==> config.mk <==
export PLATFORM = sky130hd
export DESIGN_NAME = rvx_uart_tx_fifo
export DESIGN_NICKNAME = d
export VERILOG_FILES = /design/src/rtl/rvx_uart_tx_fifo.sv
export SDC_FILE = /design/constraint.sdc
export NUM_CORES = 1
export LEC_CHECK = 0
export CORE_ASPECT_RATIO = 0.6
export CORE_UTILIZATION = 50
export CTS_CLUSTER_DIAMETER = 30
export DETAILED_ROUTE_END_ITERATION = 10
export GPL_ROUTABILITY_DRIVEN = 0
export PLACE_DENSITY = 0.8
export SLEW_MARGIN = 20
export SYNTH_ARGS = -nofsm -noshare
export SYNTH_HDL_FRONTEND = slang
export SYNTH_SLANG_ARGS = --single-unit
export TNS_END_PERCENT = 50
==> constraint.sdc <==
create_clock -name clock -period 3.6 [get_ports clock]
set_input_delay 1.08 -clock clock [delete_from_list [all_inputs] [get_ports clock]]
set_output_delay 1.08 -clock clock [all_outputs]
set_load 0.05 [all_outputs]
**Run 1: supply network**

Scale bar: 50 µm. Pins as bars on the die edge.
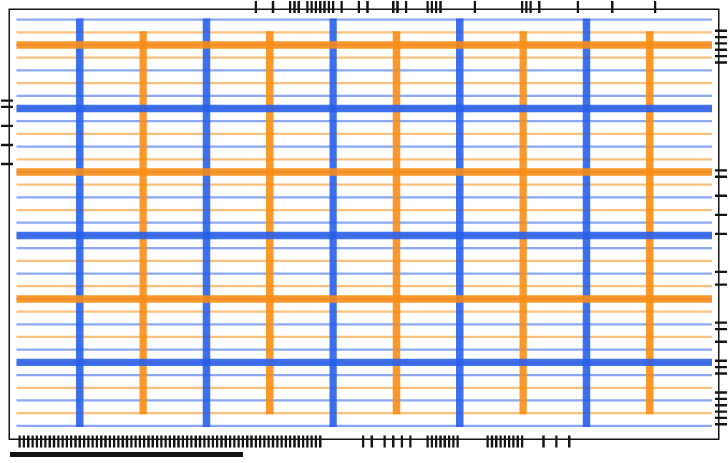
VSS -> blue
VDD -> orange
met5 straps = 6
met1 rails = 33
rows = 32
die height: 91.8 µm
die width: 152 µm

**Run 1: cell classes on the final placement**

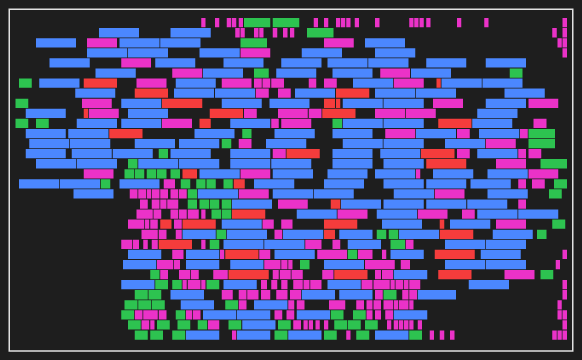
flops -> blue  # cells 156, share of their area 58%
combinational and other logic -> magenta  # cells 219, share of their area 24%
clock drivers and dummy loads -> red  # cells 32, share of their area 8.0%
other buffers and delay cells -> green  # cells 78, share of their area 9.9%
Core ar.: 13,000 µm²
num rows: 32

**Run 1: routed clock nets over the placement**

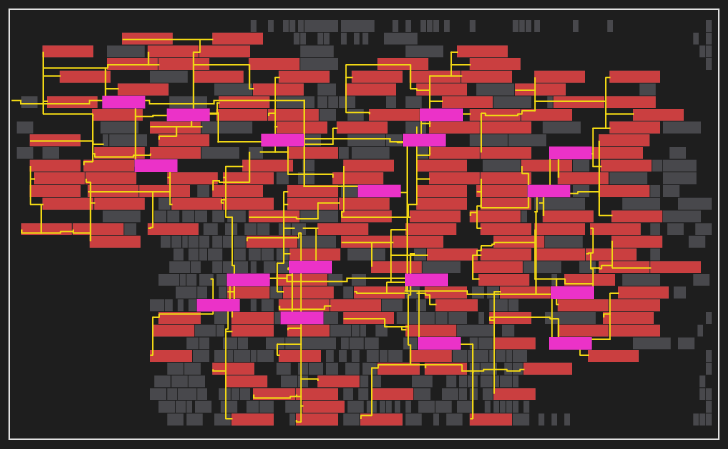
flip-flops -> red  # count 156
clock drivers -> magenta  # count 17
clock wires -> yellow  # length 1,660 µm
flops lie = widely spread
routed clock nets = 18
Clock Power: 1.87 mW
clock latency on the worst-skew pair: 0.41 ns
clock share of power: 34.9%

==> job_summary.md <==
## Synthesis and layout report

| Metric | Value |
|---|---|
| DRC viols | `0` |
| Logic cell area | `between 1500 and 2000 µm²` |
| Clock Pin Slew Worst Setup and Hold Paths | `0.07 ns` |
| Fraction of layout cells with a size suffix above 1 | `21.9%` |
| Io pins | `157` |
| DRT met1 WL | `6010 µm` |
| Fin area | `8040 µm²` |
| WL met3 | `around 930 µm` |
| Pre-CTS WS | `-0.0644 ns` |
| Yosys xor share | `approximately 1.7%` |
| Startpoint Class | `register` |
| Power, Total | `roughly 5.4 mW` |
| Via count | `between 3k and 4k` |
| # setup viols final | `0` |
| Worst rel slew slack | `57.6%` |
| Main logic family after synthesis | `multiplexers` |
| Hold Violations, Final | `0` |
| Routed vias/inst | `5.41` |
| Global-route wire length before repair | `20,700 µm` |
| Unique cell types | `39` |
| Placed insts | `623` |
| Worst Tran Pin Value | `0.634 ns` |
| Yosys reg bits | `156` |
| Area leader share | `57.2%` |
| Fin nets | `559` |
| EDFF count, synth | `128` |
| CTS Buf Count | `17` |
| Data arrival, critical path | `2.43 ns` |
| Detailed placement HPWL | `8740 µm` |
| Synth Cell Area | `between 6000 and 7000 µm²` |
| IO Port Bufs | `about 44` |
| Utilization after layout | `62.0%` |
| Run status | `finished, final reports clean` |
| TritonCTS clock tree | `yes` |
| Final setup margin | `between 0.08 and 0.09 ns` |
| Antenna cells | `0` |
| Synth top cell by count | `edfxtp_1` |
| Floorplan core density | `roughly half` |
| Area leader, netlist | `edfxtp_1` |
| Adder-Cell Fraction of Synth Area | `1.49%` |
| Layout area overhead | `19.5%` |
| FF-to-FF path depth | `11` |
| Multiplexer share | `a little over an eighth` |
| Tool warning count | `85` |
| Synth warn | `0` |
| Critical path type | `reg2out` |
| Drt initial violations | `a little under 300` |
| Compound Share, Synth | `2.14%` |
| Post-DR wirelength/cell | `approximately 21 µm` |
| Overflow after GRT | `0` |
| CP Data Required Time | `2.52 ns` |
| Max_cap viols | `0` |
| Initial antenna violation count | `0` |
| Largest net degree at the start of global routing | `29` |
| Met2 GRT Util | `32.3%` |
| Met3 global-route usage | `under 10%` |
| Yosys stat cell total | `394` |
| Synth Instances | `394` |
| Final antenna-violating net count | `0` |
| Global Route Usage Sum | `21.1%` |
| Largest register FFs | `roughly 130` |
| Initial DRT Pass Iterations | `5` |
| Syn Area/Cell | `17.1 µm²` |
| Hold-critical path depth | `1` |
| RSZ-0062 raised after global routing | `false` |
| Top cells by area | `edfxtp_1 57%, mux4_2 11%, dfrtp_1 10%` |
| Worst hold path class | `reg2reg` |
| Vias in the first global route | `3,592` |
| Most Crowded Layer GR | `met2` |
| CP endpoint kind | `output pin` |
| Peak supply drop | `0.320 mV` |
| Slew Limit Fails | `0` |
| Fillers | `902` |
| WL met2 | `6530 µm` |
| Cell Pwr Density | `between 600 and 700 nW/µm²` |
| Ys flop type | `edfxtp_1` |
| GRT met1 Usage | `between 20% and 30%` |
| Reg area | `4550 µm²` |
| Period utilization | `97.6%` |
| Top Metal Used | `met4` |
| Post-Layout Cell Count | `655` |
| Register share after synthesis | `between 60% and 70%` |
| Synth top cells by count | `128 x edfxtp_1, 58 x buf_4, 33 x mux4_2, 28 x dfrtp_1, 15 x and3_1` |
| Tightest hold margin | `about 0.50 ns` |
| Clock buffer depth | `2` |
| Dpl cell area | `7400 µm²` |
| H-tree lvl count | `4` |
| Die area | `13,900 µm²` |
| Tmin final | `3.51 ns` |
| Worst Skew | `between 0.009 and 0.01 ns` |
| Fmax | `0.285 GHz` |
| Pleak | `slightly below 3 nW` |
| Reg-to-reg slack, setup | `0.81 ns` |
==> run 1: worst max-delay path, cell delays in order, from the launching register on <==
cell and delay [ns]:
dfrtp_4 0.58, mux4_2 0.56, mux4_2 0.51, and2_1 0.18, buf_4 0.18
==> run 1: power by group <==
| part | leakage, nW | switching (mW) | total [mW] | internal, mW |
|---|---|---|---|---|
| registers | 1.51 | 0.138 | 2.16 | 2.02 |
| logic | 1.17 | 0.728 | 1.33 | 0.604 |
| clock network | 0.299 | 0.704 | 1.87 | 1.17 |
| total | 2.98 | 1.57 | 5.36 | 3.79 |
==> run 1: repair_timing <==
action | 4_1_cts | 5_1_grt
endpoints found under the setup margin | 2 | 3
hold buffers | 0 | 0
gates resized | 1 | 2
==> run 1: final cells by class <==
cell class                      count  share of cell area, %
Timing Repair Buffer               78                   9.59
Clock buffer                       19                   5.39
Tap cell                          170                   2.65
Clock inverter                     13                   2.37
Multi-Input combinational cell    215                   23.2
Inverter                            4                  0.187
Sequential cell                   156                   56.6
==> run 1: cells in the final DEF, fill, tap and decap left out, types with 8 or more instances in the layout <==
cell and count:
conb_1 57, clkbuf_16 17, edfxtp_1 128, ha_1 8, mux2i_1 14, dfrtp_1 27
and3_1 15, and2_1 8, buf_4 33, clkdlybuf4s50_1 36, mux4_2 33
==> run 1: logic make-up after synthesis <==
kind of cell	count (synthesis)
flip-flops	156
AND-OR/OR-AND	23
multiplexers	49
adder cells (fa/ha/maj)	8
other	2
buffers and inverters	78
AND/OR/NAND/NOR	65
XOR/XNOR	13
Power figures rest on the tool's default switching activity, not on a simulated workload.
